===== src/rtl/async_fifo_read_pkg.sv =====
// Shared types and elaboration checks for the async FIFO read-side drain engine.
//   state_e          : drain FSM states
//   READ_LATENCY_*   : legal pop-to-data latency range
//   buf_depth_ok()   : local buffer must be a power of two and cover the read pipeline
package async_fifo_read_pkg;

  typedef enum logic [1:0] {
    IDLE  = 2'd0,
    DRAIN = 2'd1,
    FLUSH = 2'd2
  } state_e;

  localparam int unsigned READ_LATENCY_MIN = 1;
  localparam int unsigned READ_LATENCY_MAX = 2;

  function automatic bit read_latency_ok(int unsigned lat);
    return (lat >= READ_LATENCY_MIN) && (lat <= READ_LATENCY_MAX);
  endfunction

  function automatic bit is_pow2(int unsigned v);
    return (v != 0) && ((v & (v - 1)) == 0);
  endfunction

  function automatic bit buf_depth_ok(int unsigned depth, int unsigned lat);
    return is_pow2(depth) && (depth >= lat + 1);
  endfunction

endpackage


===== src/rtl/fifo_read_skid_buf.sv =====
// Circular output buffer with occupancy count.
//   clk, rst : clock and synchronous active-high reset
//   push_i   : write wdata_i at the write pointer
//   pop_i    : retire the entry at the read pointer
//   rdata_o  : entry at the read pointer (registered storage, no bypass)
//   count_o  : number of valid entries
module fifo_read_skid_buf #(
  parameter int unsigned DATA_W = 32,
  parameter int unsigned DEPTH  = 4
) (
  input  logic                       clk,
  input  logic                       rst,
  input  logic                       push_i,
  input  logic [DATA_W-1:0]          wdata_i,
  input  logic                       pop_i,
  output logic [DATA_W-1:0]          rdata_o,
  output logic [$clog2(DEPTH):0]     count_o
);

  localparam int unsigned PTR_W = $clog2(DEPTH);
  localparam int unsigned CNT_W = PTR_W + 1;

  logic [DATA_W-1:0] mem_q [DEPTH];
  logic [PTR_W-1:0]  wptr_q, rptr_q;
  logic [CNT_W-1:0]  count_q, count_d;

  // Simultaneous push and pop leave the count unchanged.
  always_comb begin
    count_d = count_q;
    unique case ({push_i, pop_i})
      2'b10:   count_d = count_q + CNT_W'(1);
      2'b01:   count_d = count_q - CNT_W'(1);
      default: count_d = count_q;
    endcase
  end

  // Pointers wrap naturally since DEPTH is a power of two.
  always_ff @(posedge clk) begin
    if (rst) begin
      wptr_q  <= '0;
      rptr_q  <= '0;
      count_q <= '0;
    end else begin
      if (push_i) wptr_q <= wptr_q + PTR_W'(1);
      if (pop_i)  rptr_q <= rptr_q + PTR_W'(1);
      count_q <= count_d;
    end
  end

  // Storage needs no reset; validity is tracked by count_q.
  always_ff @(posedge clk) begin
    if (push_i) mem_q[wptr_q] <= wdata_i;
  end

  assign rdata_o = mem_q[rptr_q];
  assign count_o = count_q;

  a_no_overflow: assert property (@(posedge clk) disable iff (rst)
    !(push_i && !pop_i && (count_q == CNT_W'(DEPTH))));
  a_no_underflow: assert property (@(posedge clk) disable iff (rst)
    !(pop_i && (count_q == '0)));

endmodule


===== src/rtl/async_fifo_read_drain.sv =====
// Read-domain drain engine: pops a requested number of words from the async FIFO
// and streams them out as valid/ready beats with a last marker.
//   read_clk, read_reset        : clock and synchronous active-high reset
//   read_fifo_pop / read_data / read_fifo_empty : FIFO read channel
//   req_valid / req_len / req_ready             : drain request handshake
//   out_valid / out_data / out_ready / out_last : output stream
//   busy, words_left                            : status
module async_fifo_read_drain
  import async_fifo_read_pkg::*;
#(
  parameter int unsigned FIFO_DATA_WIDTH = 32,
  parameter int unsigned READ_LATENCY    = 1,
  parameter int unsigned BUF_DEPTH       = 4,
  parameter int unsigned LEN_WIDTH       = 16
) (
  input  logic                       read_clk,
  input  logic                       read_reset,
  output logic                       read_fifo_pop,
  input  logic [FIFO_DATA_WIDTH-1:0] read_data,
  input  logic                       read_fifo_empty,
  input  logic                       req_valid,
  input  logic [LEN_WIDTH-1:0]       req_len,
  output logic                       req_ready,
  output logic                       out_valid,
  output logic [FIFO_DATA_WIDTH-1:0] out_data,
  input  logic                       out_ready,
  output logic                       out_last,
  output logic                       busy,
  output logic [LEN_WIDTH-1:0]       words_left
);

  localparam int unsigned CNT_W = $clog2(BUF_DEPTH) + 1;

  if (!read_latency_ok(READ_LATENCY)) begin : g_bad_latency
    $error("READ_LATENCY must be 1 or 2");
  end
  if (!buf_depth_ok(BUF_DEPTH, READ_LATENCY)) begin : g_bad_depth
    $error("BUF_DEPTH must be a power of two and at least READ_LATENCY+1");
  end

  state_e                     state_q, state_d;
  logic [LEN_WIDTH-1:0]       pop_rem_q, pop_rem_d;
  logic [LEN_WIDTH-1:0]       words_left_q, words_left_d;
  logic [READ_LATENCY-1:0]    tag_q, tag_d;
  logic [CNT_W-1:0]           count, inflight;
  logic [FIFO_DATA_WIDTH-1:0] buf_rdata;
  logic                       pop_c, capture_c, credit_c, buf_valid_c, beat_c, last_c;

  // Pop tags ripple through a READ_LATENCY-deep shift register; the exiting tag
  // marks the cycle in which read_data carries the popped word.
  if (READ_LATENCY == 1) begin : g_tag_l1
    always_comb tag_d = pop_c;
  end else begin : g_tag_ln
    always_comb tag_d = {tag_q[READ_LATENCY-2:0], pop_c};
  end

  assign capture_c = tag_q[READ_LATENCY-1];

  always_comb begin
    inflight = '0;
    for (int i = 0; i < READ_LATENCY; i++) inflight = inflight + CNT_W'(tag_q[i]);
  end

  // Credit reserves buffer space for words still in the FIFO read pipeline.
  assign credit_c    = (count + inflight) < CNT_W'(BUF_DEPTH);
  assign buf_valid_c = (count != '0);
  assign beat_c      = buf_valid_c && out_ready;
  assign last_c      = buf_valid_c && (words_left_q == LEN_WIDTH'(1));

  // Next-state, pop and counter logic.
  always_comb begin
    state_d      = state_q;
    pop_rem_d    = pop_rem_q;
    words_left_d = words_left_q;
    pop_c        = 1'b0;
    if (beat_c) words_left_d = words_left_q - LEN_WIDTH'(1);
    unique case (state_q)
      IDLE: begin
        if (req_valid && (req_len != '0)) begin
          pop_rem_d    = req_len;
          words_left_d = req_len;
          state_d      = DRAIN;
        end
      end
      DRAIN: begin
        pop_c = !read_fifo_empty && (pop_rem_q != '0) && credit_c;
        if (pop_c) begin
          pop_rem_d = pop_rem_q - LEN_WIDTH'(1);
          if (pop_rem_q == LEN_WIDTH'(1)) state_d = FLUSH;
        end
      end
      FLUSH: begin
        if (beat_c && last_c) state_d = IDLE;
      end
      default: state_d = IDLE;
    endcase
  end

  always_ff @(posedge read_clk) begin
    if (read_reset) begin
      state_q      <= IDLE;
      pop_rem_q    <= '0;
      words_left_q <= '0;
      tag_q        <= '0;
    end else begin
      state_q      <= state_d;
      pop_rem_q    <= pop_rem_d;
      words_left_q <= words_left_d;
      tag_q        <= tag_d;
    end
  end

  fifo_read_skid_buf #(
    .DATA_W (FIFO_DATA_WIDTH),
    .DEPTH  (BUF_DEPTH)
  ) u_skid (
    .clk     (read_clk),
    .rst     (read_reset),
    .push_i  (capture_c),
    .wdata_i (read_data),
    .pop_i   (beat_c),
    .rdata_o (buf_rdata),
    .count_o (count)
  );

  // All outputs are forced low while reset is held.
  assign read_fifo_pop = pop_c && !read_reset;
  assign req_ready     = (state_q == IDLE) && !read_reset;
  assign out_valid     = buf_valid_c && !read_reset;
  assign out_data      = read_reset ? '0 : buf_rdata;
  assign out_last      = last_c && !read_reset;
  assign busy          = (state_q != IDLE) && !read_reset;
  assign words_left    = read_reset ? '0 : words_left_q;

endmodule


===== config.mk =====
export PLATFORM = sky130hd
export DESIGN_NAME = async_fifo_read_drain
export DESIGN_NICKNAME = d
export VERILOG_FILES = /design/src/rtl/async_fifo_read_pkg.sv /design/src/rtl/fifo_read_skid_buf.sv /design/src/rtl/async_fifo_read_drain.sv
export SDC_FILE = /design/constraint.sdc
export NUM_CORES = 1
export LEC_CHECK = 0
export CORE_UTILIZATION = 55
export CTS_BUF_LIST = sky130_fd_sc_hd__clkbuf_16
export DETAILED_ROUTE_END_ITERATION = 6
export PLACE_DENSITY_LB_ADDON = 0.1
export SLEW_MARGIN = 10
export SYNTH_ARGS = -nofsm -noshare
export SYNTH_HDL_FRONTEND = slang
export SYNTH_SLANG_ARGS = --single-unit

===== constraint.sdc =====
create_clock -name read_clk -period 3.4 [get_ports read_clk]
set_input_delay 0.51 -clock read_clk [delete_from_list [all_inputs] [get_ports read_clk]]
set_output_delay 0.51 -clock read_clk [all_outputs]
set_load 0.02 [all_outputs]

==> results.txt <==
impl run done, here's what came out: main logic family after synthesis simple AND/OR/NAND/NOR gates, RSZ-0062 raised after global routing false, Overall Power 4.94 mW, Log Warnings 32, metal2 WL 7990 µm, CTS max path bufs 2, insertion delay at the late pin of the worst-skew pair 0.42 ns, DR WL met3 906 µm, Internal 3.67 mW, Placer Congestion 0.876, First DRT Iteration DRCs 325, Num CTS Buffers 17, fin crit share 90.7%, drt first pass iters 5, critical-path cell list or4_1 > nor4b_1 > nand3_1 > nor3_1 > clkdlybuf4s50_1, Pwr per Cell Area 531 nW/µm², clock-cell share of area 5.48%, initial antenna violation count 0, post-route insts no fill 846, Non-Clock Buffer Count 115, Via density 5.66, Post-Synth Adder-Cell Area 1.92%, most frequent logic cell in the layout edfxtp_1, Initial Util 56.7%, DP Worst Slack 0.745 ns, worst min path class register to register, CP Depth 5, sequential cell count 172, Commonest flop edfxtp_1, Area after DPL 8790 µm², biggest registers after layout u_skid.mem_q (128), pop_rem_q (16), words_left_q (16), CTS resizes 0, M1 WL 6380 µm, XOR/XNOR Fraction of Synth Area 2.09%, Syn Inst Count 557, Logic cell area 2640 µm², area of the die 14200 µm², CP max stage delay 0.63 ns, Top pwr grp sequential cells, crit end category output port, Top cells by area edfxtp_1, dfxtp_1, mux4_2, CTS tree yes, # rows 42, syn nets 621, run status finished, final reports clean, area share, top type 51.0%, GR Overflow Total 0, Slew Limit Fails 0, max reg flops 128, clock group total power 1.66 mW, Placeable Area 13300 µm², count of library flops with an enable pin 128, Clock Skew 0.00861 ns, # clk buffers 17, Pleak 3.00 nW, ys flops 172, non-clk buf share 12.5%, Layout Nets 722, H-tree levels 4, Avg Inst Size Synth 13.5 µm², Reg clk slew, reported paths 0.06 ns, setup tns final 0 ns, cts hold-fix bufs 0, inverters 12, filler instances 899, Peak Freq 0.324 GHz, maximum vdd drop 0.404 mV, Critical path destination out_last, Synth Seq Share 62.7%, most frequent cell after synthesis edfxtp_1, combinational share of power 17.6%, largest class registers, Sw Ratio 25.7%, Die Height 119 µm, Worst Path Arrival 2.57 ns, dpl hpwl 10200 µm, Synth Area in Compound Gates 6.84%, combinational power 871 µW, CP Class register to output port, Reg2Reg Launch Point pop_rem_q[0], commonest cells in the synthesized netlist edfxtp_1, nor2b_1, nor2_1, dfxtp_1, crit path launch type register, vias in the first global route 4883, CTS Root Cell clkbuf_16, global-route wire length before repair 24900 µm, share of cells above drive strength 1 13.7%
Register map, names as in the netlist:
Scale: 4 px per µm.
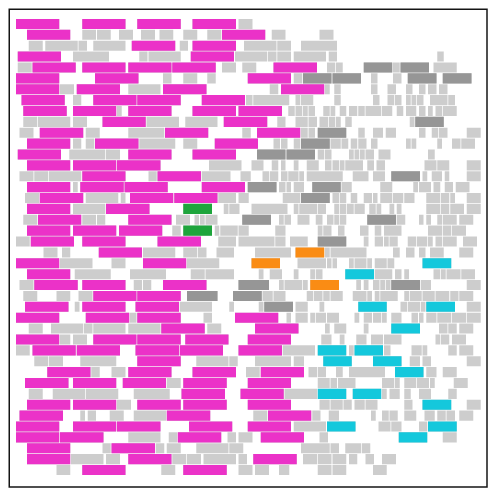
Key: u_skid.mem_q = magenta [placed flops 128]; words_left_q = cyan [placed flops 16]; u_skid.wptr_q = green [placed flops 2]; u_skid.count_o = orange [placed flops 3]
seq pwr: 2.41 mW
storage element area: 4730 µm²
Seq/total area: 50.8%
Finished Core Util: 70.0%

Routing congestion map:
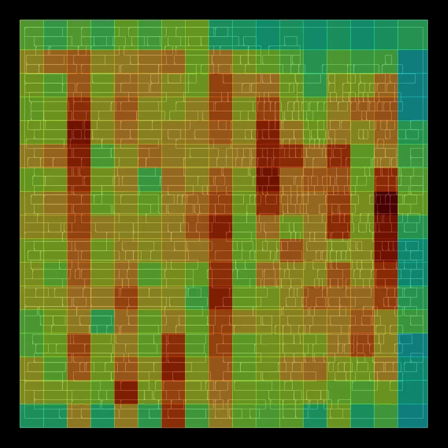
met1 GRT Util: 28.6%
GR Util met3: 5.70%
Total GRT Usage: 23.6%
average wire per standard cell: 18.5 µm
global route hottest layer: met2

Power is estimated from default activity; no workload was simulated.
